### config.mk
export PLATFORM = sky130hd
export DESIGN_NAME = button_event_unit
export DESIGN_NICKNAME = d
export VERILOG_FILES = /design/src/rtl/button_event_unit.sv
export SDC_FILE = /design/constraint.sdc
export NUM_CORES = 1
export LEC_CHECK = 0
export CAP_MARGIN = 15
export CORE_AREA = 8 8 45 47
export DETAILED_ROUTE_END_ITERATION = 10
export DIE_AREA = 0 0 53 55
export GPL_TIMING_DRIVEN = 0
export PLACE_DENSITY = 0.36
export REMOVE_ABC_BUFFERS = 1
export SLEW_MARGIN = 0
export SYNTH_ARGS = -nofsm -noshare
export SYNTH_HDL_FRONTEND = slang
export SYNTH_SLANG_ARGS = --single-unit
### constraint.sdc
create_clock -name clk -period 1 [get_ports clk]
set_clock_uncertainty 0.1 [all_clocks]
set_input_delay 0.2 -clock clk [delete_from_list [all_inputs] [get_ports clk]]
set_output_delay 0.2 -clock clk [all_outputs]
set_load 0.01 [all_outputs]
### src/rtl/button_event_unit.sv
// button_event_unit: turns debounced button levels into one-cycle events.
//  - reset button: rising edge -> reset_pulse (and clears any walk request)
//  - walk button: rising edge -> latched walk_pending until walk_ack;
//    a press while a request is outstanding flags walk_dropped
//  - reprogram button: rising edge -> reprog_pulse, or, with the
//    REPROG_LONG_PRESS_EN macro defined, a single pulse after the button
//    has been held for HOLD_CYCLES consecutive cycles.
// All outputs are registered. Reset is synchronous and active-high.
module button_event_unit #(
  parameter int unsigned HOLD_CYCLES = 50000000,
  parameter int unsigned CNT_W       = 26
) (
  input  logic clk,
  input  logic sys_reset,
  input  logic reset_db_in,
  input  logic walk_db_in,
  input  logic reprog_db_in,
  input  logic walk_ack,
  output logic reset_pulse,
  output logic walk_pending,
  output logic reprog_pulse,
  output logic walk_dropped
);

  // Catch a hold counter too narrow to ever reach the hold target.
  if (HOLD_CYCLES == 0 || (64'(1) << CNT_W) <= 64'(HOLD_CYCLES)) begin : g_cfg_check
    $error("button_event_unit: need HOLD_CYCLES > 0 and 2**CNT_W > HOLD_CYCLES");
  end

  logic reset_prev_q;
  logic walk_prev_q;
  logic reset_pulse_q, reset_pulse_d;
  logic walk_pending_q, walk_pending_d;
  logic walk_dropped_q, walk_dropped_d;
  logic reprog_pulse_q, reprog_pulse_d;
  logic reset_edge;
  logic walk_edge;

  assign reset_edge = reset_db_in & ~reset_prev_q;
  assign walk_edge  = walk_db_in & ~walk_prev_q;

`ifdef REPROG_LONG_PRESS_EN
  logic [CNT_W-1:0] hold_cnt_q, hold_cnt_d;
  logic             armed_q, armed_d;

  // Hold counter: runs while armed and held, saturates at the target,
  // and fires exactly once on the step that reaches the target.
  always_comb begin
    armed_d        = armed_q | ~reprog_db_in;
    hold_cnt_d     = hold_cnt_q;
    reprog_pulse_d = 1'b0;
    if (!reprog_db_in) begin
      hold_cnt_d = '0;
    end else if (armed_q && hold_cnt_q != CNT_W'(HOLD_CYCLES)) begin
      hold_cnt_d     = hold_cnt_q + CNT_W'(1);
      reprog_pulse_d = (hold_cnt_q == CNT_W'(HOLD_CYCLES - 1));
    end
  end
`else
  logic reprog_prev_q;

  // Short-press mode: reprogram behaves like the reset button.
  always_comb begin
    reprog_pulse_d = reprog_db_in & ~reprog_prev_q;
  end
`endif

  // Event decode and walk-request latch; reset edge beats walk set, set beats ack.
  always_comb begin
    reset_pulse_d  = reset_edge;
    walk_dropped_d = walk_edge & walk_pending_q & ~walk_ack;
    walk_pending_d = walk_pending_q;
    if (reset_edge) begin
      walk_pending_d = 1'b0;
    end else if (walk_edge) begin
      walk_pending_d = 1'b1;
    end else if (walk_ack) begin
      walk_pending_d = 1'b0;
    end
  end

  // State and output registers; previous samples reset high so a button
  // held through reset must be released before it can generate an event.
  always_ff @(posedge clk) begin
    if (sys_reset) begin
      reset_prev_q   <= 1'b1;
      walk_prev_q    <= 1'b1;
      reset_pulse_q  <= 1'b0;
      walk_pending_q <= 1'b0;
      walk_dropped_q <= 1'b0;
      reprog_pulse_q <= 1'b0;
`ifdef REPROG_LONG_PRESS_EN
      hold_cnt_q     <= '0;
      armed_q        <= 1'b0;
`else
      reprog_prev_q  <= 1'b1;
`endif
    end else begin
      reset_prev_q   <= reset_db_in;
      walk_prev_q    <= walk_db_in;
      reset_pulse_q  <= reset_pulse_d;
      walk_pending_q <= walk_pending_d;
      walk_dropped_q <= walk_dropped_d;
      reprog_pulse_q <= reprog_pulse_d;
`ifdef REPROG_LONG_PRESS_EN
      hold_cnt_q     <= hold_cnt_d;
      armed_q        <= armed_d;
`else
      reprog_prev_q  <= reprog_db_in;
`endif
    end
  end

  assign reset_pulse  = reset_pulse_q;
  assign walk_pending = walk_pending_q;
  assign reprog_pulse = reprog_pulse_q;
  assign walk_dropped = walk_dropped_q;

endmodule

Fig. 1: supply network
The bar under the picture is 20 microns long. Pins as bars on the die edge. Tap cells in gray.
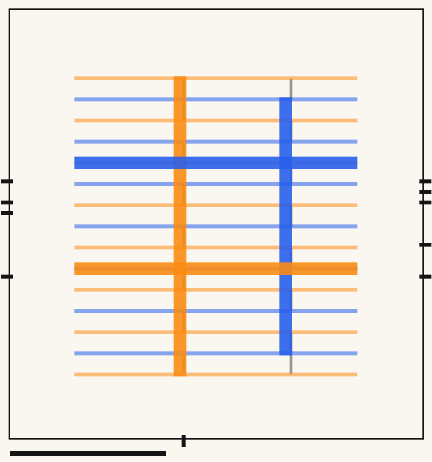
legend:
  VDD:
    color: blue
  VSS:
    color: orange
met1 rails: 15
met5 straps: 2
rows: 14
signal pins: 10
CORE AREA: 1380 sq um
die y size: 55 microns

Fig. 2: close-up of the layout
Window x 27 to 52, y 1 to 26 microns. Cells in gray, sequential cells in the stronger gray; small squares are vias.
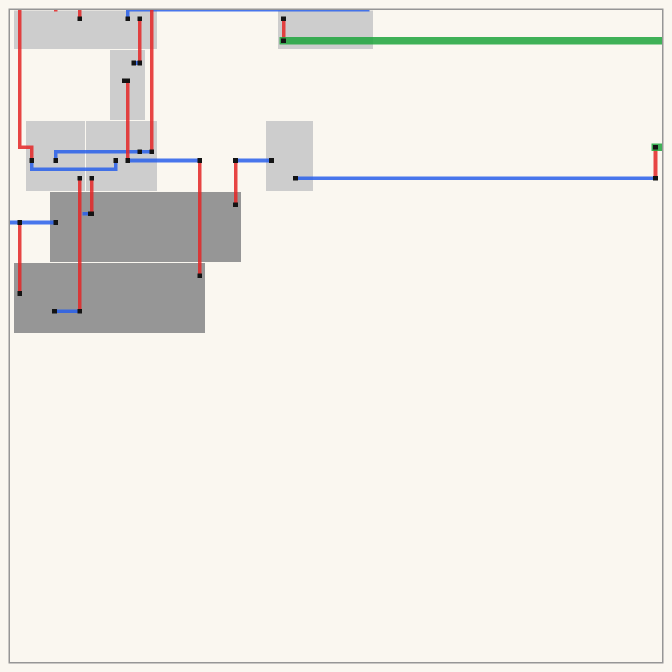
legend:
  metal 2:
    color: red
  metal 3:
    color: green
  metal 1:
    color: blue
netlist names of flops here include: reset_prev_q (1), reset_pulse (1)
cells with their middle in the window: 8
most frequent: dfxtp_1 (2)
sequential cells in the window: 2

==> flow_metrics.env <==
# source this file to load flow results
export IMPL_avgSynthCellArea_sq_um=12.8
export IMPL_path_clk_slew_ns=0.05
export IMPL_post_cts_buffers=0
export IMPL_fp_utilization_pct=15.7
export IMPL_finalCriticalPeriod_ns=0.969
export IMPL_postCtsHoldBufs=0
export IMPL_n_tap_cell=16
export IMPL_p_sw_share_pct=18.8
export IMPL_worstMarginPinSlew_ns=0.234
export IMPL_synth_area_sq_um=218
export IMPL_synthArstFlopShare_pct=0
export IMPL_cp_num_buf_inv=1
export IMPL_hold_ws_ns=0.280
export IMPL_num_rows=14
export IMPL_clkPwrFrac_pct=41.4
export IMPL_power_density_nw_per_um2=1670
export IMPL_syn_inst=17
export IMPL_n_all_buffers=9
export IMPL_placedCellCount=42
export IMPL_crit_chain="buf_6"
export IMPL_finalClockPeriodUsage_pct=96.9
export IMPL_edf_count=0
export IMPL_finalMaxSlewViolations=0
export IMPL_crit_path_start_kind="register"
export IMPL_seq_cell_share_pct=40.9
export IMPL_reg2reg_slack_ns=0.17
export IMPL_vias_per_cell=3.57
export IMPL_seqPwrFrac_pct=50.3
export IMPL_numSynthFlops=7
export IMPL_top_layer_used="met3"
export IMPL_wl_met3_microns=74
export IMPL_antenna_found_initial=0
export IMPL_top_cell="dfxtp_1"
export IMPL_grt_overflow_total=0
export IMPL_rr_worst_depth=2
export IMPL_power_leakage_nw=0.145
export IMPL_maxSlewHeadroom_pct=84.4
export IMPL_final_setup_tns_ns=0
export IMPL_htreeDepth=1
export IMPL_cp_arrival_ns=0.67
export IMPL_drt_met1_wl_microns=181
export IMPL_yosys_cells=17
export IMPL_holdPathStages=1
export IMPL_regArea_sq_um=143
export IMPL_die_width_microns=53
export IMPL_busiest_layer="met4"
export IMPL_largest_class="flip-flops and latches"
export IMPL_status="finished clean"
export IMPL_num_clock_buffers=4
export IMPL_powerClk_w=0.000242
export IMPL_synth_distinct_cells=8
export IMPL_ys_area_sq_um=218
export IMPL_fa_ha_area_share_pct=0
export IMPL_ys_top_cells_by_count="dfxtp_1 (7), or2_1 (3), nor3b_1 (2)"
export IMPL_io_buffer_count=9
export IMPL_vias=164
export IMPL_num_nonclk_inverters=1
Fig. 3: signal wires by layer
Only two layers are drawn.
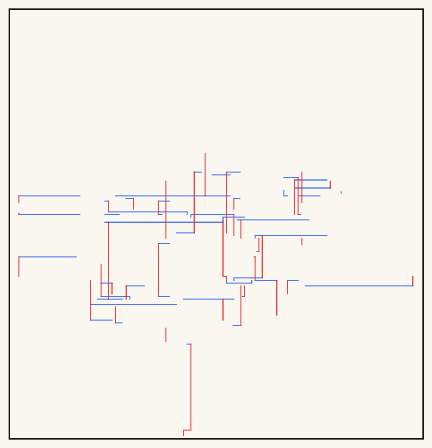
legend:
  metal 1:
    color: blue
    wire_length: 182 microns
  metal 2:
    color: red
    wire_length: 138 microns
Tot GR Track Use: 3.23%
Routed Wire Length: 393 microns
WL per Instance: 8.54 microns

